**src/rtl/dm_ctrl.sv**
```systemverilog
// Data-memory controller: turns a core load/store into a ready-handshaked RAM word
// access with byte-lane steering, load extension, stall, misalign and timeout reporting.
module dm_ctrl #(
  parameter int unsigned ADDR_W      = 10,
  parameter int unsigned TIMEOUT_CYC = 16
) (
  input  logic              clk,
  input  logic              rst,
  input  logic              req_valid,
  input  logic              mem_write,
  input  logic [2:0]        dm_op,
  input  logic [31:0]       addr,
  input  logic [31:0]       wdata,
  output logic [31:0]       rdata,
  output logic              resp_valid,
  output logic              stall,
  output logic              misalign,
  output logic              bus_err,
  output logic              ram_en,
  output logic [3:0]        ram_we,
  output logic [ADDR_W-1:0] ram_addr,
  output logic [31:0]       ram_wdata,
  input  logic [31:0]       ram_rdata,
  input  logic              ram_ready
);

  localparam int unsigned CNT_W = $clog2(TIMEOUT_CYC + 1);

  localparam logic [2:0] OP_WORD = 3'b000;
  localparam logic [2:0] OP_HS   = 3'b001;
  localparam logic [2:0] OP_HU   = 3'b010;
  localparam logic [2:0] OP_BS   = 3'b011;
  localparam logic [2:0] OP_BU   = 3'b100;

  typedef enum logic [1:0] {S_IDLE, S_ACCESS, S_DONE} state_e;

  state_e             state_q, state_d;
  logic [CNT_W-1:0]   cnt_q, cnt_d, cnt_inc;
  logic [31:0]        rdata_q, rdata_d;
  logic               bus_err_q, bus_err_d;
  logic [2:0]         op_q, op_d;
  logic [1:0]         lo_q, lo_d;
  logic [3:0]         we_q, we_d;
  logic [ADDR_W-1:0]  addr_q, addr_d;
  logic [31:0]        wdata_q, wdata_d;

  logic               aligned_c;
  logic               accept_c;
  logic               timeout_c;
  logic [3:0]         we_c;
  logic [31:0]        wlane_c;
  logic [31:0]        shifted_c;
  logic [31:0]        load_c;
  logic               unused_addr;

  assign unused_addr = ^addr[31:ADDR_W+2];

  // Request legality and lane preparation from the raw core signals
  always_comb begin
    aligned_c = 1'b0;
    we_c      = 4'b0000;
    wlane_c   = wdata;
    case (dm_op)
      OP_WORD: begin
        aligned_c = (addr[1:0] == 2'b00);
        we_c      = 4'b1111;
      end
      OP_HS, OP_HU: begin
        aligned_c = ~addr[0];
        we_c      = addr[1] ? 4'b1100 : 4'b0011;
        wlane_c   = {2{wdata[15:0]}};
      end
      OP_BS, OP_BU: begin
        aligned_c = 1'b1;
        we_c      = 4'b0001 << addr[1:0];
        wlane_c   = {4{wdata[7:0]}};
      end
      default: aligned_c = 1'b0;
    endcase
    if (!mem_write) we_c = 4'b0000;
  end

  assign accept_c  = (state_q == S_IDLE) && req_valid && aligned_c;
  assign cnt_inc   = cnt_q + CNT_W'(1);
  assign timeout_c = (cnt_inc == CNT_W'(TIMEOUT_CYC));

  // Load lane selection and extension from the latched request
  always_comb begin
    shifted_c = ram_rdata >> {lo_q, 3'b000};
    case (op_q)
      OP_HS:   load_c = {{16{shifted_c[15]}}, shifted_c[15:0]};
      OP_HU:   load_c = {16'h0000, shifted_c[15:0]};
      OP_BS:   load_c = {{24{shifted_c[7]}}, shifted_c[7:0]};
      OP_BU:   load_c = {24'h000000, shifted_c[7:0]};
      default: load_c = ram_rdata;
    endcase
  end

  always_ff @(posedge clk) begin
    if (!rst) begin
      state_q   <= S_IDLE;
      cnt_q     <= '0;
      rdata_q   <= '0;
      bus_err_q <= 1'b0;
      op_q      <= '0;
      lo_q      <= '0;
      we_q      <= '0;
      addr_q    <= '0;
      wdata_q   <= '0;
    end else begin
      state_q   <= state_d;
      cnt_q     <= cnt_d;
      rdata_q   <= rdata_d;
      bus_err_q <= bus_err_d;
      op_q      <= op_d;
      lo_q      <= lo_d;
      we_q      <= we_d;
      addr_q    <= addr_d;
      wdata_q   <= wdata_d;
    end
  end

  always_comb begin
    state_d = state_q;
    case (state_q)
      S_IDLE:   if (accept_c) state_d = S_ACCESS;
      S_ACCESS: begin
        if (ram_ready)      state_d = S_DONE;
        else if (timeout_c) state_d = S_IDLE;
      end
      S_DONE:   state_d = S_IDLE;
      default:  state_d = S_IDLE;
    endcase
  end

  // Request latch, wait counter and response capture
  always_comb begin
    cnt_d     = cnt_q;
    rdata_d   = rdata_q;
    bus_err_d = 1'b0;
    op_d      = op_q;
    lo_d      = lo_q;
    we_d      = we_q;
    addr_d    = addr_q;
    wdata_d   = wdata_q;
    if (accept_c) begin
      cnt_d   = '0;
      op_d    = dm_op;
      lo_d    = addr[1:0];
      we_d    = we_c;
      addr_d  = addr[ADDR_W+1:2];
      wdata_d = wlane_c;
    end else if (state_q == S_ACCESS) begin
      cnt_d = cnt_inc;
      if (ram_ready) begin
        rdata_d = (we_q != 4'b0000) ? 32'h0 : load_c;
      end else if (timeout_c) begin
        rdata_d   = 32'h0;
        bus_err_d = 1'b1;
      end
    end
  end

  always_comb begin
    stall      = accept_c || (state_q == S_ACCESS);
    misalign   = (state_q == S_IDLE) && req_valid && !aligned_c;
    ram_en     = (state_q == S_ACCESS);
    ram_we     = (state_q == S_ACCESS) ? we_q : 4'b0000;
    resp_valid = (state_q == S_DONE);
  end

  assign rdata     = rdata_q;
  assign bus_err   = bus_err_q;
  assign ram_addr  = addr_q;
  assign ram_wdata = wdata_q;

endmodule

```
**config.mk**
```make
export PLATFORM = sky130hd
export DESIGN_NAME = dm_ctrl
export DESIGN_NICKNAME = d
export VERILOG_FILES = /design/src/rtl/dm_ctrl.sv
export SDC_FILE = /design/constraint.sdc
export NUM_CORES = 1
export LEC_CHECK = 0
export CORE_MARGIN = 8
export CORE_UTILIZATION = 40
export DETAILED_ROUTE_END_ITERATION = 10
export PLACE_DENSITY = 0.7
export SYNTH_ARGS = -nofsm -noshare
export SYNTH_HDL_FRONTEND = slang
export SYNTH_SLANG_ARGS = --single-unit
```
**constraint.sdc**
```tcl
create_clock -name clk -period 2.4 [get_ports clk]
set_input_delay 0.48 -clock clk [delete_from_list [all_inputs] [get_ports clk]]
set_output_delay 0.48 -clock clk [all_outputs]
set_load 0.01 [all_outputs]
```
run_1/layer_met1.png
Supply wires on this layer in gray.
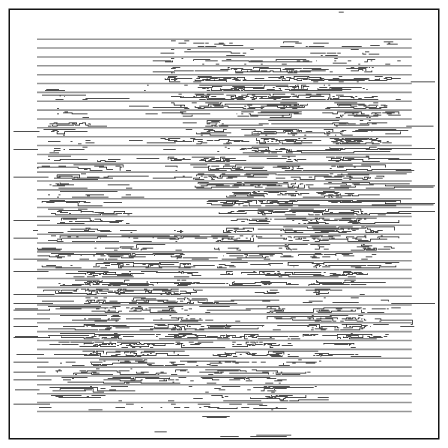
longest straight run = 35.9 µm
nets with wire on the layer = 754
share of all routed wire = 42%
GRT met1 Usage: 24.8%
final WL: 18000 µm
Vias: 5541

run_1/layer_met2.png
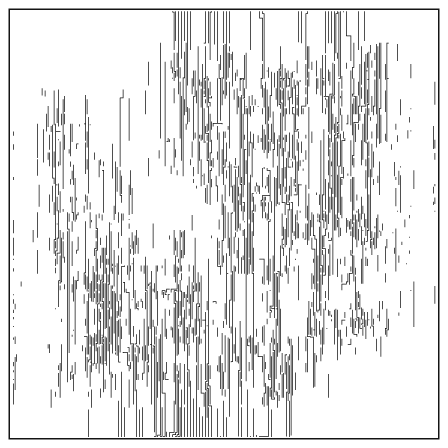
share of all routed wire = 46%
wire length on this layer = 8330 µm
longest straight run = 51.0 µm
met2 Use GR: 31.7%

==> summary.txt, run 1 <==
yosys + openroad results -> status completed, worst-margin pin slew 0.801 ns, met2 wire len 8330 µm, final max-slew violation count 0, Top cells by area dfxtp_1 34%, mux2i_1 6.4%, o2bb2ai_1 3.9%, Finished Core Util 57.9%, Top Layout Cells 160 x clkdlybuf4s50_1, 91 x dfxtp_1, 39 x nor2_1, area share, top type about a third, Switch Pwr 1.11 mW, Initial DRT Pass Iterations 6, number of global-route vias before repair 5494, VDD IR max 312 µV, CP Class in2out, number of buffers created by CTS 9, # IOs 187, most used routing layer met2, FP Util about two fifths, clk slew on worst S/H paths 0.07 ns, Metal-1 WL about 7600 µm, Pwr Total ~4 mW, CTS tree built, register area share after synthesis around a third, Yosys warning count 0, share of layout cells above drive strength 1 9.15%, All-Layer GR Usage 20.1%, Hold Crit Depth 1, R2R depth 6, Post-Place Cell Area 0.00728 mm², Post-Syn Area ~0.0053 mm², pwr/cell area 526 mW/mm², Critical Path Max Stage Delay 0.54 ns, CP Max Fanout 3, Startpoint Class input port, worst-skew pair later-pin latency 0.35 ns, data required time of the critical path 1.92 ns, count of tool warnings 47, global-route wire length before repair a little under 30000 µm, main flop type dfxtp_1, min-delay worst type reg2reg, Max-Cap Viols 0, worst path arrival time 1.86 ns, std cell rows 42, EDFF count, synth 0, most frequent cell on the critical path dlygate4sd2_1, clock sinks 91, leakage around 2.8 nW, Final Cycle Share just under 100%, Yosys Chip Area 0.00532 mm², pre-CTS setup slack -0.420 ns, met3 routed WL 1750 µm, setup ws final around 0.064 ns, CP endpoint kind output port, final hold vios 0, Post-DP HPWL 13100 µm, post-cts gate resize count 11, syn avg cell area 8.79 µm², # H-tree levels 3, post-route clock skew 0.0104 ns, Yosys Instances 606, min cycle time layout roughly 2.3 ns, GRT overflow 0, Fillers 1150, Final Cell Area 0.00761 mm², Sequential Power Share 40.5%, Async SR Flop Fraction 0%, most frequent cell after synthesis dfxtp_1, CP max stage cell or4b_4, max frequency 0.428 GHz, die x size 131 µm, Die Y approximately 130 µm, Final Non-Filler Cells 941, largest net degree at the start of global routing 52, Area Overhead vs Synth 42.9%, # Post-CTS Setup Buffers 0, antenna cells 0, DIE AREA 0.0173 mm², final-report setup violation count 0, uppermost layer routed met4, root buf cell clkbuf_16, DR DRC count 0, gp weighted congestion 0.857, Int Pwr 2.89 mW, nets@finish 866, core footprint about 0.013 mm², RSZ-0062 raised after global routing false
run_1/layer_met3.png
The bar under the picture is 50 µm long. Cells faint in the background.
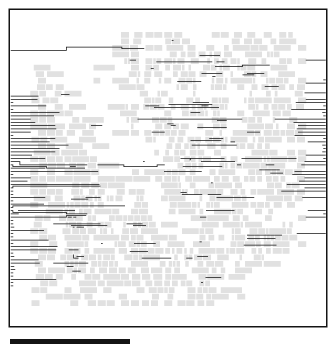
share of all routed wire = 9.7%
wire length on this layer = 1750 µm
nets with wire on the layer = 149
longest straight run = 46.5 µm
main direction = horizontal
grt met3 use: 6.94%

-- run 1: cell type report --
class,count,area [µm²],area share (%)
clock buffers,11,253,3.32
clock inverters,5,61.3,0.806
inverters,15,56.3,0.740
multi-input cells,438,3180,41.9
flip-flops and latches,91,1820,24.0
well taps,176,220,2.90
repair buffers,205,2010,26.4
-- run 1: worst paths after layout --
path / from / end / slack (ns)
worst max-delay path: dm_op[0] / misalign / 0.06
worst min-delay path: ram_wdata[26] / ram_wdata[26] / 0.47
worst max register to register: cnt_q[0] / rdata[0] / 0.15
worst min register to register: ram_wdata[26] / ram_wdata[26] / 0.47
-- run 1: critical path, delay by kind of cell --
family / cells / cell delay, ns
AND/OR/NAND/NOR: 2 / 0.65
buffers and inverters: 2 / 0.53
AND-OR/OR-AND: 1 / 0.18
-- run 1: power by group through the flow --
| stage | Combinational (mW) | Clock, mW | Sequential [mW] |
|---|---|---|---|
| 2_1_floorplan | 0.427 | 0 | 1.67 |
| 3_3_place_gp | 0.883 | 0 | 1.65 |
| 3_5_place_dp | 0.899 | 0 | 1.65 |
| 4_1_cts | 0.903 | 1.51 | 1.62 |
| 5_1_grt | 0.973 | 1.57 | 1.63 |
| 6_report | 0.904 | 1.47 | 1.62 |
-- run 1: metrics by stage --
step	setup TNS [ns]	hold slack (ns)
2_1_floorplan	0	0.456
3_3_place_gp	-3.47	0.445
3_5_place_dp	-5.31	0.447
4_1_cts	0	0.466
5_1_grt	0	0.482
6_report	0	0.466
-- run 1: cell families after synthesis --
group           Yosys count  synth area share, %
compound gates          213                 31.8
simple gates            181                 19.3
flops                    91                 34.2
buf+inv                  77                 6.44
mux                      36                 6.82
xor+xnor                  6                0.987
fa+ha+maj                 2                0.470
--- run 2 (diff from run 1) ---
--- a/config.mk
+++ b/config.mk
@@ -9,6 +9,7 @@
 export CORE_UTILIZATION = 40
 export DETAILED_ROUTE_END_ITERATION = 10
 export PLACE_DENSITY = 0.7
+export SLEW_MARGIN = 20
 export SYNTH_ARGS = -nofsm -noshare
 export SYNTH_HDL_FRONTEND = slang
 export SYNTH_SLANG_ARGS = --single-unit
run_2/layer_met4.png
Supply wires on this layer in gray. Cells faint in the background.
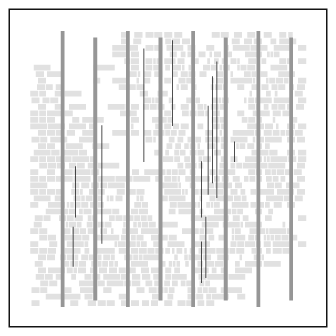
share of all routed wire = 2.1%
main direction = vertical
nets with wire on the layer = 8
longest straight run = 56.4 µm
wire length on this layer = 379 µm

==> run 2 against run 1 <==
Against the previous run:
- clock skew stayed put
- clock-buffer cell count unchanged
- worst hold slack did not move
- non-clock buffer count did not move
- critical path type unchanged
==> summary.txt, run 2 <==
yosys + openroad results -> Yosys Instances 606 (unchanged), Yosys Chip Area 0.00532 mm² (unchanged), Top Layout Cells 160 x clkdlybuf4s50_1, 91 x dfxtp_1, 39 x nor2_1 (unchanged), syn avg cell area 8.79 µm² (unchanged), Hold Crit Depth 1 (unchanged), clock sinks 91 (unchanged), std cell rows 42 (unchanged), DR DRC count 0 (unchanged), Pwr Total 4.00 mW (unchanged), Startpoint Class input port (unchanged), core footprint 0.0131 mm² (unchanged), worst hold start ram_wdata[26] (unchanged), die x size 131 µm (unchanged), FF/Latch Area 0.00182 mm² (unchanged), final-report setup violation count 0 (unchanged), Post-Syn Area 0.00532 mm² (unchanged), Max-Cap Viols 0 (unchanged), worst path arrival time 1.86 ns (about the same), Worst Hold Path EP ram_wdata[26] (unchanged), share of layout cells above drive strength 1 9.15% (unchanged), final max-slew violation count 0 (unchanged), root buf cell clkbuf_16 (unchanged), R2R depth 6 (unchanged), status completed (unchanged), # H-tree levels 3 (unchanged), Crit. Startpoint dm_op[0] (unchanged), post-route clock skew 0.0104 ns (unchanged), global-route wire length before repair 29100 µm (unchanged), min-delay worst type reg2reg (unchanged), Top cells by area dfxtp_1 34%, mux2i_1 6.4%, o2bb2ai_1 3.9% (unchanged), nets@finish 866 (unchanged), Post-DP HPWL 13100 µm (unchanged), CP max stage cell or4b_4 (unchanged), flops out of synthesis 91 (unchanged), data required time of the critical path 1.92 ns (about the same), area share, top type 34.2% (unchanged), pwr/cell area 526 mW/mm² (unchanged), Buffers on Ports 166 (unchanged), leakage 2.77 nW (unchanged), Area Overhead vs Synth 42.9% (unchanged), All-Layer GR Usage 20.1% (unchanged), count of tool warnings 47 (unchanged), clk slew on worst S/H paths 0.07 ns (about the same), CP endpoint misalign (unchanged), most frequent cell on the critical path dlygate4sd2_1 (unchanged), Fillers 1150 (unchanged), GRT overflow 0 (unchanged), r2r setup slk 0.15 ns (about the same), Hold Slack 0.466 ns (unchanged), Initial DRT Pass Iterations 6 (unchanged), Final Cycle Share 97.3% (unchanged), CP Max Fanout 3 (unchanged), register area share after synthesis 34.2% (unchanged), Crit Reg-Reg Endpoint rdata[0] (unchanged), Async SR Flop Fraction 0% (unchanged), worst-margin pin slew 0.801 ns (unchanged), EDFF count, synth 0 (unchanged), Critical Path Max Stage Delay 0.54 ns (about the same), Yosys warning count 0 (unchanged), final WL 18000 µm (unchanged), RSZ-0062 raised after global routing false (unchanged), Finished Core Util 57.9% (unchanged), antenna cells 0 (unchanged), Vias 5541 (unchanged), VDD IR max 312 µV (unchanged), FP Util 40.5% (unchanged), largest net degree at the start of global routing 52 (unchanged), routed len/inst 19.2 µm (unchanged), Die Y 131 µm (unchanged), gp weighted congestion 0.857 (unchanged), max frequency 0.428 GHz (unchanged), Logic area 0.00318 mm² (unchanged), worst-skew pair later-pin latency 0.35 ns (about the same), CP endpoint kind output port (unchanged), number of buffers created by CTS 9 (unchanged), number of global-route vias before repair 5494 (unchanged), CP Class in2out (unchanged), DIE AREA 0.0173 mm² (unchanged), main flop type dfxtp_1 (unchanged), most frequent cell after synthesis dfxtp_1 (unchanged), # IOs 187 (unchanged), final hold vios 0 (unchanged)
## run 2: cell counts in the layout (fill, tap and decap cells not counted)
Identical to the previous run, type by type.
## run 2: cells by family (layout without fill, tap and decap cells)
logic type      after synthesis  after routing  share of synthesized area, %
flops                        91             91                          34.2
simple gates                181            181                          19.3
compound gates              213            213                          31.8
mux                          36             36                          6.82
fa+ha+maj                     2              2                         0.470
xor+xnor                      6              6                         0.987
buf+inv                      77            236                          6.44
## run 2: area by class of cell
cell class | count | area share (%)
clock buffer | 11 | 3.32
clock inverter | 5 | 0.806
inverter | 15 | 0.740
multi-input combinational | 438 | 41.9
sequential | 91 | 24.0
tap | 176 | 2.90
timing repair buffer | 205 | 26.4
## run 2: what timing repair did
action	4_1_cts	5_1_grt
gates resized	11	3
setup endpoints to repair	2	5
hold buffers	0	0
buffers inserted	0	0
## run 2: worst max-delay path: cells and delay by family
family | cells | cell delay [ns]
and+or+nand+nor | 2 | 0.65
buffers and inverters | 2 | 0.53
AOI/OAI and AO/OA | 1 | 0.18
## run 2: stage by stage
step	instances	setup slack [ns]	setup TNS, ns	cell area (µm²)
finish	941	0.0640	0	7610
global route	941	0.0142	0	7610
global placement	925	-0.400	-3.47	7280
detailed placement	925	-0.420	-5.31	7280
floorplan	606	0.532	0	5320
CTS	941	0.0265	0	7610
## run 2: layer usage
layer,vias up,wire (µm),GRT usage [%]
li1,2652,-,-
met1,2619,7580,24.8
met2,244,8330,31.7
met3,26,1750,6.94
met4,0,379,8.10
met5,-,0,0
## run 2: where the power goes
part / switching, mW / total [mW] / internal [mW]
Combinational: 0.454 / 0.904 / 0.451
Clock: 0.606 / 1.47 / 0.867
Sequential: 0.0471 / 1.62 / 1.57
Power figures rest on the tool's default switching activity, not on a simulated workload.
